**config.mk**
```make
export PLATFORM = sky130hd
export DESIGN_NAME = vga_sync_gen
export DESIGN_NICKNAME = d
export VERILOG_FILES = /design/src/rtl/vga_sync_gen.sv
export SDC_FILE = /design/constraint.sdc
export NUM_CORES = 1
export LEC_CHECK = 0
export CAP_MARGIN = 20
export CORE_MARGIN = 2
export CORE_UTILIZATION = 50
export DETAILED_ROUTE_END_ITERATION = 10
export PLACE_DENSITY = 0.79
export SLEW_MARGIN = 20
export SYNTH_ARGS = -nofsm -noshare
export SYNTH_HDL_FRONTEND = slang
export SYNTH_SLANG_ARGS = --single-unit
```
**constraint.sdc**
```tcl
create_clock -name clk -period 2.6 [get_ports clk]
set_input_delay 0.52 -clock clk [delete_from_list [all_inputs] [get_ports clk]]
set_output_delay 0.52 -clock clk [all_outputs]
set_load 0.01 [all_outputs]
```
**src/rtl/vga_sync_gen.sv**
```systemverilog
// 640x480@60 VGA timing generator: pixel-rate enable, h/v counters, active-low syncs and
// blanked, registered colour. Define VGA_FRAME_CNT_EN to add an 8-bit frame counter output.
module vga_sync_gen #(
  parameter int unsigned H_DISP = 640,
  parameter int unsigned H_FP   = 16,
  parameter int unsigned H_SYNC = 96,
  parameter int unsigned H_BP   = 48,
  parameter int unsigned V_DISP = 480,
  parameter int unsigned V_FP   = 10,
  parameter int unsigned V_SYNC = 2,
  parameter int unsigned V_BP   = 33,
  parameter int unsigned CNT_W  = 10
) (
  input  logic             clk,
  input  logic             rst,
  input  logic [2:0]       rgb_in,
  output logic             p_tick,
  output logic [CNT_W-1:0] pixel_x,
  output logic [CNT_W-1:0] pixel_y,
  output logic             video_on,
  output logic             hsync,
  output logic             vsync,
  output logic             frame_start,
`ifdef VGA_FRAME_CNT_EN
  output logic [7:0]       frame_cnt,
`endif
  output logic [2:0]       rgb_out
);

  localparam int unsigned H_TOTAL = H_DISP + H_FP + H_SYNC + H_BP;
  localparam int unsigned V_TOTAL = V_DISP + V_FP + V_SYNC + V_BP;

  localparam logic [CNT_W-1:0] HLast      = CNT_W'(H_TOTAL - 1);
  localparam logic [CNT_W-1:0] VLast      = CNT_W'(V_TOTAL - 1);
  localparam logic [CNT_W-1:0] HDisp      = CNT_W'(H_DISP);
  localparam logic [CNT_W-1:0] VDisp      = CNT_W'(V_DISP);
  localparam logic [CNT_W-1:0] HSyncFirst = CNT_W'(H_DISP + H_FP);
  localparam logic [CNT_W-1:0] HSyncLast  = CNT_W'(H_DISP + H_FP + H_SYNC - 1);
  localparam logic [CNT_W-1:0] VSyncFirst = CNT_W'(V_DISP + V_FP);
  localparam logic [CNT_W-1:0] VSyncLast  = CNT_W'(V_DISP + V_FP + V_SYNC - 1);

  logic             div_q, p_tick_q;
  logic [CNT_W-1:0] x_q, x_d, y_q, y_d;
  logic             hsync_q, hsync_d, vsync_q, vsync_d;
  logic             von_q, von_d;
  logic             fs_q, wrap_d;
  logic [2:0]       rgb_q;

  always_comb begin
    x_d    = x_q;
    y_d    = y_q;
    wrap_d = 1'b0;
    if (p_tick_q) begin
      if (x_q == HLast) begin
        x_d = '0;
        if (y_q == VLast) begin
          y_d    = '0;
          wrap_d = 1'b1;
        end else begin
          y_d = y_q + CNT_W'(1);
        end
      end else begin
        x_d = x_q + CNT_W'(1);
      end
    end
    // Decode from next counts so syncs and blanking move on the same edge as the counters.
    von_d   = (x_d < HDisp) && (y_d < VDisp);
    hsync_d = !((x_d >= HSyncFirst) && (x_d <= HSyncLast));
    vsync_d = !((y_d >= VSyncFirst) && (y_d <= VSyncLast));
  end

  always_ff @(posedge clk or negedge rst) begin
    if (!rst) begin
      div_q    <= 1'b0;
      p_tick_q <= 1'b0;
      x_q      <= '0;
      y_q      <= '0;
      hsync_q  <= 1'b1;
      vsync_q  <= 1'b1;
      von_q    <= 1'b1;
      fs_q     <= 1'b0;
      rgb_q    <= 3'b000;
    end else begin
      div_q    <= ~div_q;
      p_tick_q <= div_q;
      x_q      <= x_d;
      y_q      <= y_d;
      hsync_q  <= hsync_d;
      vsync_q  <= vsync_d;
      von_q    <= von_d;
      fs_q     <= wrap_d;
      if (p_tick_q) begin
        rgb_q <= von_d ? rgb_in : 3'b000;
      end
    end
  end

`ifdef VGA_FRAME_CNT_EN
  logic [7:0] frame_cnt_q;

  always_ff @(posedge clk or negedge rst) begin
    if (!rst) begin
      frame_cnt_q <= 8'd0;
    end else if (wrap_d) begin
      frame_cnt_q <= frame_cnt_q + 8'd1;
    end
  end

  assign frame_cnt = frame_cnt_q;
`endif

  assign p_tick      = p_tick_q;
  assign pixel_x     = x_q;
  assign pixel_y     = y_q;
  assign video_on    = von_q;
  assign hsync       = hsync_q;
  assign vsync       = vsync_q;
  assign frame_start = fs_q;
  assign rgb_out     = rgb_q;

endmodule

```
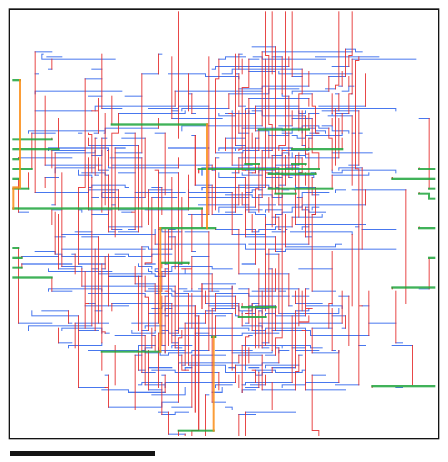
run_1/metal_stack.png
The bar under the picture is 20 microns long.
| layer | color | wire length |
|---|---|---|
| met3 | green | 179 microns |
| met4 | orange | 62.8 microns |
| met2 | red | 1750 microns |
| met1 | blue | 1680 microns |

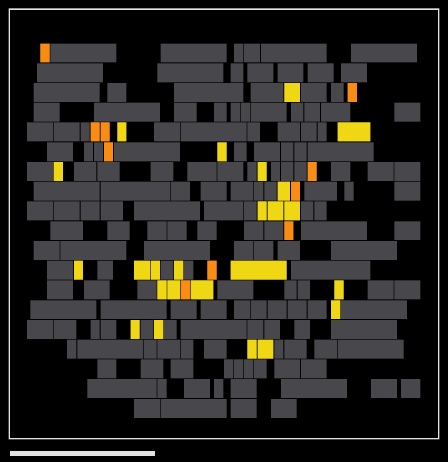
run_1/gate_families.png
The bar under the picture is 20 microns long.
| family | color | cells | most used |
|---|---|---|---|
| inverters | orange | 10 | inv_1 |
| NOR gates | yellow | 24 | nor2_1 |

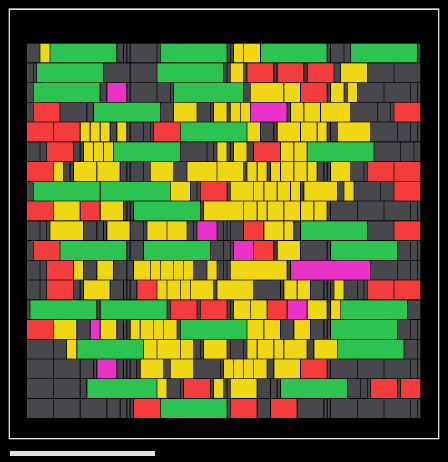
run_1/cell_classes.png
The bar under the picture is 20 microns long. Fill, decap, tap and diode cells in gray.
| class | color | cells |
|---|---|---|
| other buffers and delay cells | red | 38 |
| all other logic | yellow | 120 |
| flip-flops | green | 29 |
| clock drivers and dummy loads | magenta | 8 |

==> deck_impl_summary.md, run 1 <==
Synthesis and Place & Route Summary

Clocking
  • Num Clock Sinks: 29
  • Hold Buf Count CTS: 0
  • Clk buf depth: 2
  • CTS Buf Count: 5
  • PostCTS Resize Cnt: 0
  • Htree depth: 2
  • Later-pin clock latency in the skew report: 350 ps

Run
  • Number of OpenROAD warnings: 27
  • Max-Cap Viols: 0

Placed design
  • Placement-stage cell area: 1890 sq um
  • IO buf count: 32
  • Post-Place Setup Slack: 220 ps

Floorplanning
  • Die Span Y: 59.0 microns
  • Pre-Place Util: 0.538
  • Die width: 59.0 microns
  • Core outline area: 2810 sq um
  • Ports: 33

Yosys
  • Simple-Gate Area Share: 0.258
  • Synthesis Warnings: 0
  • Yosys adder share: 0.0249
  • Ys cells: 154
  • Compound Share, Synth: 0.121
  • Asr flop ratio synth: 1.00
  • Post-Syn Area: 1510 sq um
  • Comb area leader: simple AND/OR/NAND/NOR gates
  • Avg Cell Area, Syn: 9.81 sq um
  • Post-synth mux share: 0.0232
  • Seq/Total Area, Yosys: 0.483
  • Post-synthesis cell count: 154
  • Post-synth cell types: 45
  • Ys flops: 29
  • Synth Flop Type: dfrtp_1
  • Synth Area in XOR/XNOR: 0.0464

Final timing
  • Worst slew pin tran: 495 ps
  • Min Tclk post-route: 2400 ps
  • Setup TNS: 0 ps
  • Setup slack after layout: 195 ps
  • Slew Limit Fails: 0
  • Fin Hold WS: 393 ps
  • Clock Skews: 24.8 ps

Pwr
  • Pwr dens: 444 nW/um^2
  • Worst VDD drop: 0.000378 V

Worst setup path
  • Worst reg2reg path endpoint: rgb_out[1]$_DFFE_PN0P_
  • Crit Path Category: flop to flop
  • CP Data Required Time: 2820 ps
  • CP Launch Type: flop
  • Worst-path cell chain: ha_1, nand3_2, nor4_4, buf_4, nand3_2, mux2_4, and4_4, o32ai_1
  • R2R depth: 8

Detailed routing
  • # DRC: 1
  • Post-DR vias/cell: 5.89
  • Initial DRC count: 62
  • Post-route ant nets: 0
  • Via Count: 1331
  • Drt total wl: 3670 microns
  • Drt first pass iters: 7
  • WL/cell: 16.2 microns

GRT
  • First-pass GRT wire length: 6110 microns
  • Remaining Overflow, GRT: 0

Finish
  • Design area: 1970 sq um
  • Final core utilization: 0.702
  • Flop area: 729 sq um
  • Nets: 202
  • Antenna Cells: 0
  • Synthesis-to-finish area growth: 30.5%
  • Combinational gate area: 714 sq um

Run status
  • Failing checks: design-rule violations
  • Run status: finished with violations

Worst hold path
  • Worst Hold Path EP: p_tick$_DFF_PN0_
run 1: layer usage:
metal | up-vias | share of wire | global-route usage
li1 | 634 | - | -
met1 | 643 | 0.46 | 0.331
met2 | 46 | 0.48 | 0.359
met3 | 8 | 0.048 | 0.0549
met4 | 0 | 0.017 | 0.0942
met5 | - | 0 | 0
run 1: cells in the final DEF (no fill, tap or decap), types with 2 or more instances in the layout:
cell / n
clkdlybuf4s50_1: 32
dfrtp_1: 26
nand2_1: 19
nor2_1: 14
o21ai_0: 12
inv_1: 9
nand4_1: 6
buf_4: 6
xnor2_1: 5
clkbuf_4: 5
nand3_1: 4
a21oi_1: 4
xor2_1: 3
nor4_1: 3
o32ai_1: 3
ha_1: 3
dfstp_2: 3
nand3_2: 2
mux2i_1: 2
and3_1: 2
nor3_1: 2
o21ai_1: 2
nor2b_1: 2
nand4b_1: 2
run 1: registers in the layout, indices dropped and copies added, names as in the netlist:
signal	flops
pixel_x	10
video_on	1
pixel_y	10
vsync	1
hsync	1
frame_start	1
p_tick	1
rgb_out	3
div_q	1
run 1: cell usage after synthesis (3+ instances only):
cell / n / share of area
nor4_1: 3 / 0.012
nand3_1: 4 / 0.013
a21oi_1: 4 / 0.013
xor2_1: 3 / 0.017
xnor2_1: 5 / 0.029
dfrtp_1: 26 / 0.43
dfstp_2: 3 / 0.052
nand2_1: 19 / 0.047
o32ai_1: 3 / 0.017
inv_1: 9 / 0.022
ha_1: 3 / 0.025
nand4_1: 6 / 0.025
nor2_1: 14 / 0.035
o21ai_0: 12 / 0.040
run 1: metrics by stage:
stage | cells | power (mW)
floorplan | 154 | 0.467
global placement | 218 | 0.487
detailed placement | 218 | 0.489
CTS | 226 | 0.880
global route | 226 | 0.899
finish | 226 | 0.876
run 1: power by group:
group / internal [mW] / total (mW) / leakage [nW] / switching (mW)
logic: 0.0115 / 0.0246 / 0.412 / 0.0132
clock network: 0.230 / 0.396 / 0.0455 / 0.167
registers: 0.453 / 0.455 / 0.373 / 0.00141
run 1: critical path, delay by kind of cell (launching register included):
kind	cells	cell delay, ps
adders and majority gates	1	290
muxes	1	320
AOI/OAI and AO/OA	1	300
DFF	1	430
buffers and inverters	1	230
and+or+nand+nor	4	730
run 1: worst max path at each step:
stage                               from                endpoint  slack [ps]
global route        pixel_x[0]$_DFF_PN0_  rgb_out[1]$_DFFE_PN0P_          90
floorplan           pixel_x[5]$_DFF_PN0_  rgb_out[0]$_DFFE_PN0P_         430
finish              pixel_x[0]$_DFF_PN0_  rgb_out[1]$_DFFE_PN0P_         200
detailed placement  pixel_x[7]$_DFF_PN0_  rgb_out[0]$_DFFE_PN0P_         220
global placement    pixel_x[7]$_DFF_PN0_  rgb_out[0]$_DFFE_PN0P_         340
CTS                 pixel_x[7]$_DFF_PN0_  rgb_out[1]$_DFFE_PN0P_         190
run 1: cell type report:
class / count / area share
sequential: 29 / 0.370
clock inverter: 1 / 0.0152
timing repair buffer: 38 / 0.185
multi-input combinational: 110 / 0.363
clock buffer: 7 / 0.0279
inverter: 10 / 0.0190
tap: 31 / 0.0197
==> run 2, diff against run 1 <==
--- a/config.mk
+++ b/config.mk
@@ -10,7 +10,6 @@
 export CORE_UTILIZATION = 50
 export DETAILED_ROUTE_END_ITERATION = 10
 export PLACE_DENSITY = 0.79
-export SLEW_MARGIN = 20
 export SYNTH_ARGS = -nofsm -noshare
 export SYNTH_HDL_FRONTEND = slang
 export SYNTH_SLANG_ARGS = --single-unit
==> deck_impl_summary.md, run 2 <==
Synthesis and Place & Route Summary

Yosys
  • Biggest area cells: dfrtp_1, dfstp_2, nand2_1, o21ai_0, nor2_1
  • Avg Cell Area, Syn: 9.81 sq um (unchanged)
  • Asr flop ratio synth: 1.00 (unchanged)
  • Ys flops: 29 (unchanged)
  • Synthesis Warnings: 0 (unchanged)
  • Seq/Total Area, Yosys: 0.483 (unchanged)
  • Post-synth cell types: 45 (unchanged)
  • Area leader share: 0.431 (unchanged)
  • Top cells by count: dfrtp_1, nand2_1, nor2_1
  • Ys cells: 154 (unchanged)
  • Synth area leader: dfrtp_1
  • Post-synthesis cell count: 154 (unchanged)
  • Post-Syn Area: 1510 sq um (unchanged)
  • Synth Flop Type: dfrtp_1

Placed design
  • IO buf count: 32 (unchanged)
  • Placed Cells: 218 (unchanged)
  • Post-Place Setup Slack: 220 ps (unchanged)
  • Placement-stage cell area: 1890 sq um (unchanged)

Finish
  • Design area: 1970 sq um (unchanged)
  • Most common logic cells in the final layout: clkdlybuf4s50_1, dfrtp_1, nand2_1
  • Antenna Cells: 0 (unchanged)
  • Most frequent logic cell in the layout: clkdlybuf4s50_1
  • Synthesis-to-finish area growth: 30.5% (unchanged)
  • Nets: 202 (unchanged)
  • Post-Layout Cell Count: 226 (unchanged)

Detailed routing
  • Drt total wl: 3670 microns (unchanged)
  • Post-DR vias/cell: 5.89 (unchanged)
  • Drt first pass iters: 7 (unchanged)
  • Via Count: 1331 (unchanged)
  • WL/cell: 16.2 microns (unchanged)
  • # DRC: 1 (unchanged)
  • Initial DRC count: 62 (unchanged)
  • Post-route ant nets: 0 (unchanged)

Worst setup path
  • CP Launch Type: flop
  • Worst-path cell chain: ha_1, nand3_2, nor4_4, buf_4, nand3_2, mux2_4, and4_4, o32ai_1
  • CP Data Required Time: 2820 ps (about the same)
  • R2R depth: 8 (unchanged)
  • Crit Path Category: flop to flop
  • Worst reg2reg path endpoint: rgb_out[1]$_DFFE_PN0P_

Run status
  • Failing checks: design-rule violations
  • Run status: finished with violations

Clocking
  • Htree depth: 2 (unchanged)
  • CTS Buf Count: 5 (unchanged)
  • PostCTS Resize Cnt: 0 (unchanged)
  • Later-pin clock latency in the skew report: 350 ps (about the same)
  • Hold Buf Count CTS: 0 (unchanged)
  • Clk slew on worst S/H paths: 90 ps
  • Clk buf depth: 2 (unchanged)
  • Num Clock Sinks: 29 (unchanged)

Floorplanning
  • Die width: 59.0 microns (unchanged)
  • Core outline area: 2810 sq um (unchanged)
  • Die Span Y: 59.0 microns (unchanged)
  • Pre-Place Util: 0.538 (unchanged)

Run
  • Max-Cap Viols: 0 (unchanged)
  • Number of OpenROAD warnings: 27 (unchanged)

GRT
  • Remaining Overflow, GRT: 0 (unchanged)
  • First-pass GRT wire length: 6110 microns (unchanged)
  • Pin count of the biggest net entering global routing: 30

Final timing
  • Fin Hold WS: 393 ps (unchanged)
  • Clock Skews: 24.8 ps (unchanged)
  • Slew Limit Fails: 0 (unchanged)
  • Setup slack after layout: 195 ps (unchanged)
  • Setup TNS: 0 ps (unchanged)
  • Worst slew pin tran: 495 ps (unchanged)
  • Min Tclk post-route: 2400 ps (unchanged)

Pwr
  • Worst VDD drop: 0.000378 V (unchanged)
  • Pwr dens: 444 nW/um^2 (unchanged)

Worst hold path
  • Worst Hold Path EP: p_tick$_DFF_PN0_
## run 2: cell families after synthesis
group / share of synthesized area
buf+inv: 0.0439
compound gates: 0.121
xor+xnor: 0.0464
mux: 0.0232
fa+ha+maj: 0.0249
flops: 0.483
simple gates: 0.258
## run 2: final cells by class
cell class	instances	area (sq um)	area share
Clock inverter	1	30.0	0.0152
Timing Repair Buffer	38	365	0.185
Inverter	10	37.5	0.0190
Clock buffer	7	55.1	0.0279
Tap cell	31	38.8	0.0197
Multi-Input combinational cell	110	714	0.363
Sequential cell	29	729	0.370
## run 2: worst max-delay path by stage
stage,startpoint,endpoint,slack (ps),cells after the start
after floorplan,pixel_x[5]$_DFF_PN0_,rgb_out[0]$_DFFE_PN0P_,430,6
after global placement,pixel_x[7]$_DFF_PN0_,rgb_out[0]$_DFFE_PN0P_,340,7
after detailed placement,pixel_x[7]$_DFF_PN0_,rgb_out[0]$_DFFE_PN0P_,220,7
after CTS,pixel_x[7]$_DFF_PN0_,rgb_out[1]$_DFFE_PN0P_,190,7
after global routing,pixel_x[0]$_DFF_PN0_,rgb_out[1]$_DFFE_PN0P_,90,8
final,pixel_x[0]$_DFF_PN0_,rgb_out[1]$_DFFE_PN0P_,200,8
## run 2: critical path: cells and delay by family (launching register included)
family,cells,cell delay (ps)
compound gates,1,300
fa+ha+maj,1,290
buf+inv,1,230
flops,1,430
mux,1,320
simple gates,4,730
## run 2: power by group
part	total, mW	internal, mW	switching [mW]
clock	0.396	0.230	0.167
sequential	0.455	0.453	0.00141
combinational	0.0246	0.0115	0.0132
total	0.876	0.694	0.181
## run 2: routing by layer
metal	part of all wire	track usage
met5	0	0
met4	0.017	0.0942
met3	0.048	0.0549
met2	0.48	0.359
met1	0.46	0.331
## run 2: through the flow
step | utilization | power [mW]
finish | 0.702 | 0.876
global placement | 0.672 | 0.487
detailed placement | 0.672 | 0.489
global route | 0.702 | 0.899
floorplan | - | 0.467
CTS | 0.702 | 0.880
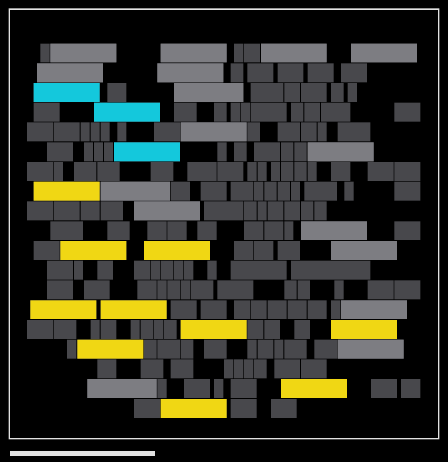
run_2/registers.png
The bar under the picture is 20 microns long.
| name in the netlist | color | sequential cells |
|---|---|---|
| pixel_x | yellow | 10 |
| rgb_out | cyan | 3 |
not colored: 16

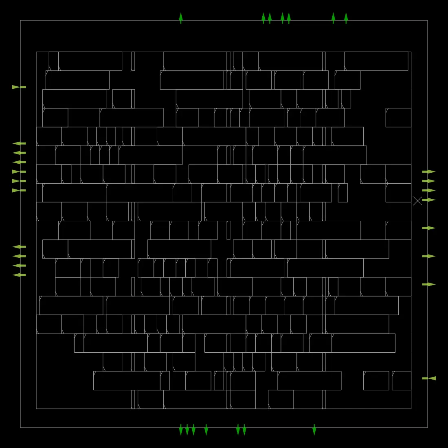
run_2/final_placement.png
Tapcells: 31
Rows: 19

==> run 3, diff against run 2 <==
--- a/config.mk
+++ b/config.mk
@@ -7,9 +7,9 @@
 export LEC_CHECK = 0
 export CAP_MARGIN = 20
 export CORE_MARGIN = 2
-export CORE_UTILIZATION = 50
+export CORE_UTILIZATION = 45
 export DETAILED_ROUTE_END_ITERATION = 10
-export PLACE_DENSITY = 0.79
+export PLACE_DENSITY = 0.82
 export SYNTH_ARGS = -nofsm -noshare
 export SYNTH_HDL_FRONTEND = slang
 export SYNTH_SLANG_ARGS = --single-unit
==> constraint.sdc (replaced) <==
create_clock -name clk -period 2.2 [get_ports clk]
set_input_delay 0.44 -clock clk [delete_from_list [all_inputs] [get_ports clk]]
set_output_delay 0.44 -clock clk [all_outputs]
set_load 0.01 [all_outputs]
==> deck_impl_summary.md, run 3 <==
Synthesis and Place & Route Summary

Clocking
  • Later-pin clock latency in the skew report: 340 ps (about the same)
  • Hold Buf Count CTS: 0 (unchanged)
  • CTS tree: yes
  • Clk buf depth: 2 (unchanged)
  • Clk slew on worst S/H paths: 90 ps (about the same)
  • CTS root buf: clkbuf_4
  • Htree depth: 2 (unchanged)
  • CTS Buf Count: 5 (unchanged)
  • Num Clock Sinks: 29 (unchanged)

Pwr
  • Worst VDD drop: 0.000394 V (+4.1%)
  • Net load switching power: 0.209 mW (+16%)
  • Seq pwr share: 0.521 (+0.002)
  • Combinational share of power: 0.029 (about the same)
  • Leakage Power: 0.934 nW
  • Pwr dens: 473 nW/um^2 (+6.3%)
  • Sw frac: 0.203 (-0.00385)
  • Internal Power: 0.821 mW (+18%)
  • Clk network pwr share: 0.450 (-0.003)

Worst setup path
  • CP Data Required Time: 2440 ps (-380 ps)
  • Worst path bufs/invs: 0 (-1)
  • Crit Path Category: flop to flop
  • CP Launch Type: flop
  • Worst Path Max Fanout: 5
  • Highest-delay cell along the critical path: or4b_4
  • CP Data Arrival Time: 2480 ps
  • Worst-path cell chain: or4b_4, nor4_4, nand3_2, mux2_4, and4_4, o32ai_1
  • Family with the most delay on the worst path: simple AND/OR/NAND/NOR gates
  • Critical Path End Type: flop
  • Max incr delay on CP: 570 ps

Placed design
  • Placement-stage cell area: 2020 sq um (+7.0%)
  • Routability cong.: 0.871
  • Dpl hpwl: 2800 microns
  • Placed Cells: 248 (+14%)
  • IO buf count: 32 (unchanged)

Final timing
  • Final hold violation count: 0
  • Min Tclk post-route: 2240 ps (-163 ps)
  • Slew HR: 0.723
  • Worst slew pin tran: 413 ps (-82.0 ps)
  • Crit share post-route: 1.02
  • Fin Hold WS: 388 ps (-4.68 ps)
  • RSZ-0062 raised after global routing: yes
  • Setup slack after layout: -41.4 ps (-237 ps)
  • Final setup viols: 3
  • Clock Skews: 5.59 ps (-19.2 ps)
  • Slew Limit Fails: 0 (unchanged)
  • Fmax achieved: 446 MHz

Detailed routing
  • Initial DRC count: 60 (-3.2%)
  • Via Count: 1420 (+6.7%)
  • WL/cell: 15.1 microns (-7.0%)
  • Drt total wl: 3920 microns (+6.6%)
  • Post-route ant nets: 0 (unchanged)
  • Drt first pass iters: 4 (-3)
  • # DRC: 0 (-1)
  • Post-DR vias/cell: 5.48 (-6.9%)

Run status
  • Run status: finished with violations
  • Failing checks: negative setup slack

Yosys
  • Synth Flop Type: dfrtp_1
  • Seq/Total Area, Yosys: 0.483 (unchanged)
  • Count of library flops with an enable pin: 0
  • Asr flop ratio synth: 1.00 (unchanged)
  • Yosys stat area: 1510 sq um
  • Syn_nets: 162
  • Area leader share: 0.431 (unchanged)
  • Top cells by count: dfrtp_1, nand2_1, nor2_1
  • Post-synthesis cell count: 154 (unchanged)
  • Biggest area cells: dfrtp_1, dfstp_2, nand2_1, o21ai_0, nor2_1
  • Yosys top cell by instances: dfrtp_1
  • Synthesis Warnings: 0 (unchanged)
  • Post-Syn Area: 1510 sq um (unchanged)
  • Avg Cell Area, Syn: 9.81 sq um (unchanged)
  • Synth area leader: dfrtp_1
  • Ys flops: 29 (unchanged)
  • Post-synth cell types: 45 (unchanged)
  • Ys cells: 154 (unchanged)

GRT
  • Pin count of the biggest net entering global routing: 30 (unchanged)
  • Total Routing Usage GR: 0.227
  • Initial antenna violation count: 0
  • Remaining Overflow, GRT: 0 (unchanged)
  • First-pass GRT wire length: 6120 microns (+0.23%)
  • Vias in the first global route: 1339

Floorplanning
  • Ports: 33
  • Pre-Place Util: 0.460 (-0.0785)
  • Core outline area: 3280 sq um (+17%)
  • Die area: 3840 sq um
  • Rows: 21 (+2)
  • Die width: 61.9 microns (+5.0%)
  • Die Span Y: 61.9 microns (+5.0%)

Finish
  • Synthesis-to-finish area growth: 44.4%
  • Antenna Cells: 0 (unchanged)
  • Most common logic cells in the final layout: clkdlybuf4s50_1, dfrtp_1, buf_4
  • Nets: 220 (+8.9%)
  • Design area: 2180 sq um (+11%)
  • Most frequent logic cell in the layout: clkdlybuf4s50_1
  • Layout cells sized above 1: 0.254
  • Post-Layout Cell Count: 259 (+15%)

Run
  • Number of OpenROAD warnings: 29 (+7.4%)
  • Max-Cap Viols: 0 (unchanged)

Worst hold path
  • Worst Hold Class: flop to flop
[run 3: cell count changes in the layout (fill, tap and decap cells not counted), sizes merged]
| cell | delta |
|---|---|
| buf | +18 |
[run 3: metal layers]
layer / part of all wire / vias up / global-route usage
met4: 0.031 / 0 / 0.122
met2: 0.49 / 58 / 0.373
met1: 0.43 / 680 / 0.269
met3: 0.056 / 12 / 0.0642
met5: 0 / - / 0
li1: - / 670 / -
[run 3: cell type report]
type	instances	area, sq um
fillers	259	1100
inverters	10	37.5
clock inverters	1	30.0
clock buffers	7	55.1
well taps	46	57.6
repair buffers	56	504
multi-input cells	110	767
flip-flops and latches	29	729
[run 3: kinds of logic (layout without fill, tap and decap cells)]
group,count (synthesis),count (layout),synth area share
compound gates,29,29,0.121
flops,29,29,0.483
mux,3,3,0.0232
fa+ha+maj,3,3,0.0249
xor+xnor,8,8,0.0464
buf+inv,15,74,0.0439
simple gates,67,67,0.258
[run 3: final timing paths]
check | slack, ps | start | to | cells past startpoint
worst max-delay path | -40 | pixel_x[5]$_DFF_PN0_ | rgb_out[1]$_DFFE_PN0P_ | 6
worst min register to register | 390 | div_q$_DFF_PN0_ | p_tick$_DFF_PN0_ | 0
max in group asynchronous | 1410 | rst | hsync$_DFF_PN1_ | 2
worst min-delay path | 390 | div_q$_DFF_PN0_ | p_tick$_DFF_PN0_ | 0
worst max register to register | -40 | pixel_x[5]$_DFF_PN0_ | rgb_out[1]$_DFFE_PN0P_ | 6
min in group asynchronous | 480 | rst | pixel_y[4]$_DFF_PN0_ | 2
[run 3: stage by stage]
step	worst slack (ps)	power, mW	utilization	TNS, ps
floorplan	33.2	0.551	-	0
global placement	49.8	0.576	0.614	0
detailed placement	-20.2	0.577	0.614	-52.1
CTS	-19.5	1.04	0.650	-36.0
global route	-137	1.08	0.664	-517
finish	-41.4	1.03	0.664	-87.1
[run 3: worst reg2reg max path, cell delays in order, from the launching register on]
cell and delay, ps:
dfrtp_1 390, or4b_4 570, nor4_4 270, nand3_2 130, mux2_4 330, and4_4 200
o32ai_1 260
[run 3: power by group through the flow]
stage          Sequential [mW]  Clock, mW  Combinational, mW
3_3_place_gp             0.547          0             0.0284
2_1_floorplan            0.549          0            0.00256
3_5_place_dp             0.548          0             0.0293
4_1_cts                  0.537      0.476             0.0301
5_1_grt                  0.538      0.506             0.0332
6_report                 0.537      0.464             0.0296
[run 3: timing repair]
item	in CTS	in global routing
setup endpoints to repair	3	6
pin swaps	0	1
buffers inserted	3	1
resized	2	8
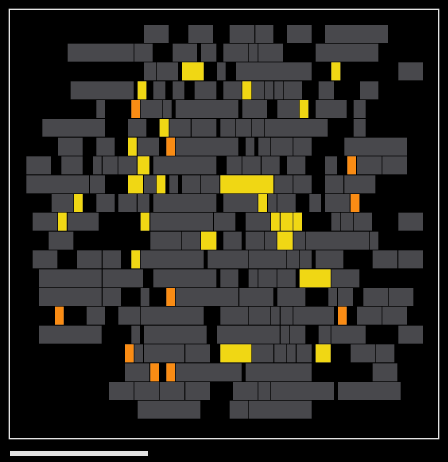
run_3/gate_families.png
The bar under the picture is 20 microns long.
| family | color | cells | most used |
|---|---|---|---|
| NOR gates | yellow | 24 | nor2_1 |
| inverters | orange | 10 | inv_1 |

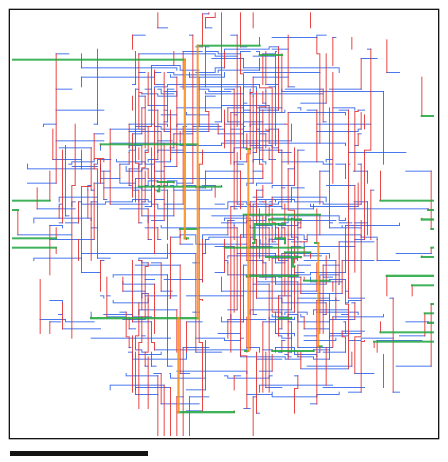
run_3/metal_stack.png
The bar under the picture is 20 microns long.
| layer | color | wire length |
|---|---|---|
| met1 | blue | 1660 microns |
| met3 | green | 219 microns |
| met2 | red | 1910 microns |
| met4 | orange | 123 microns |

Power is estimated from default activity; no workload was simulated.
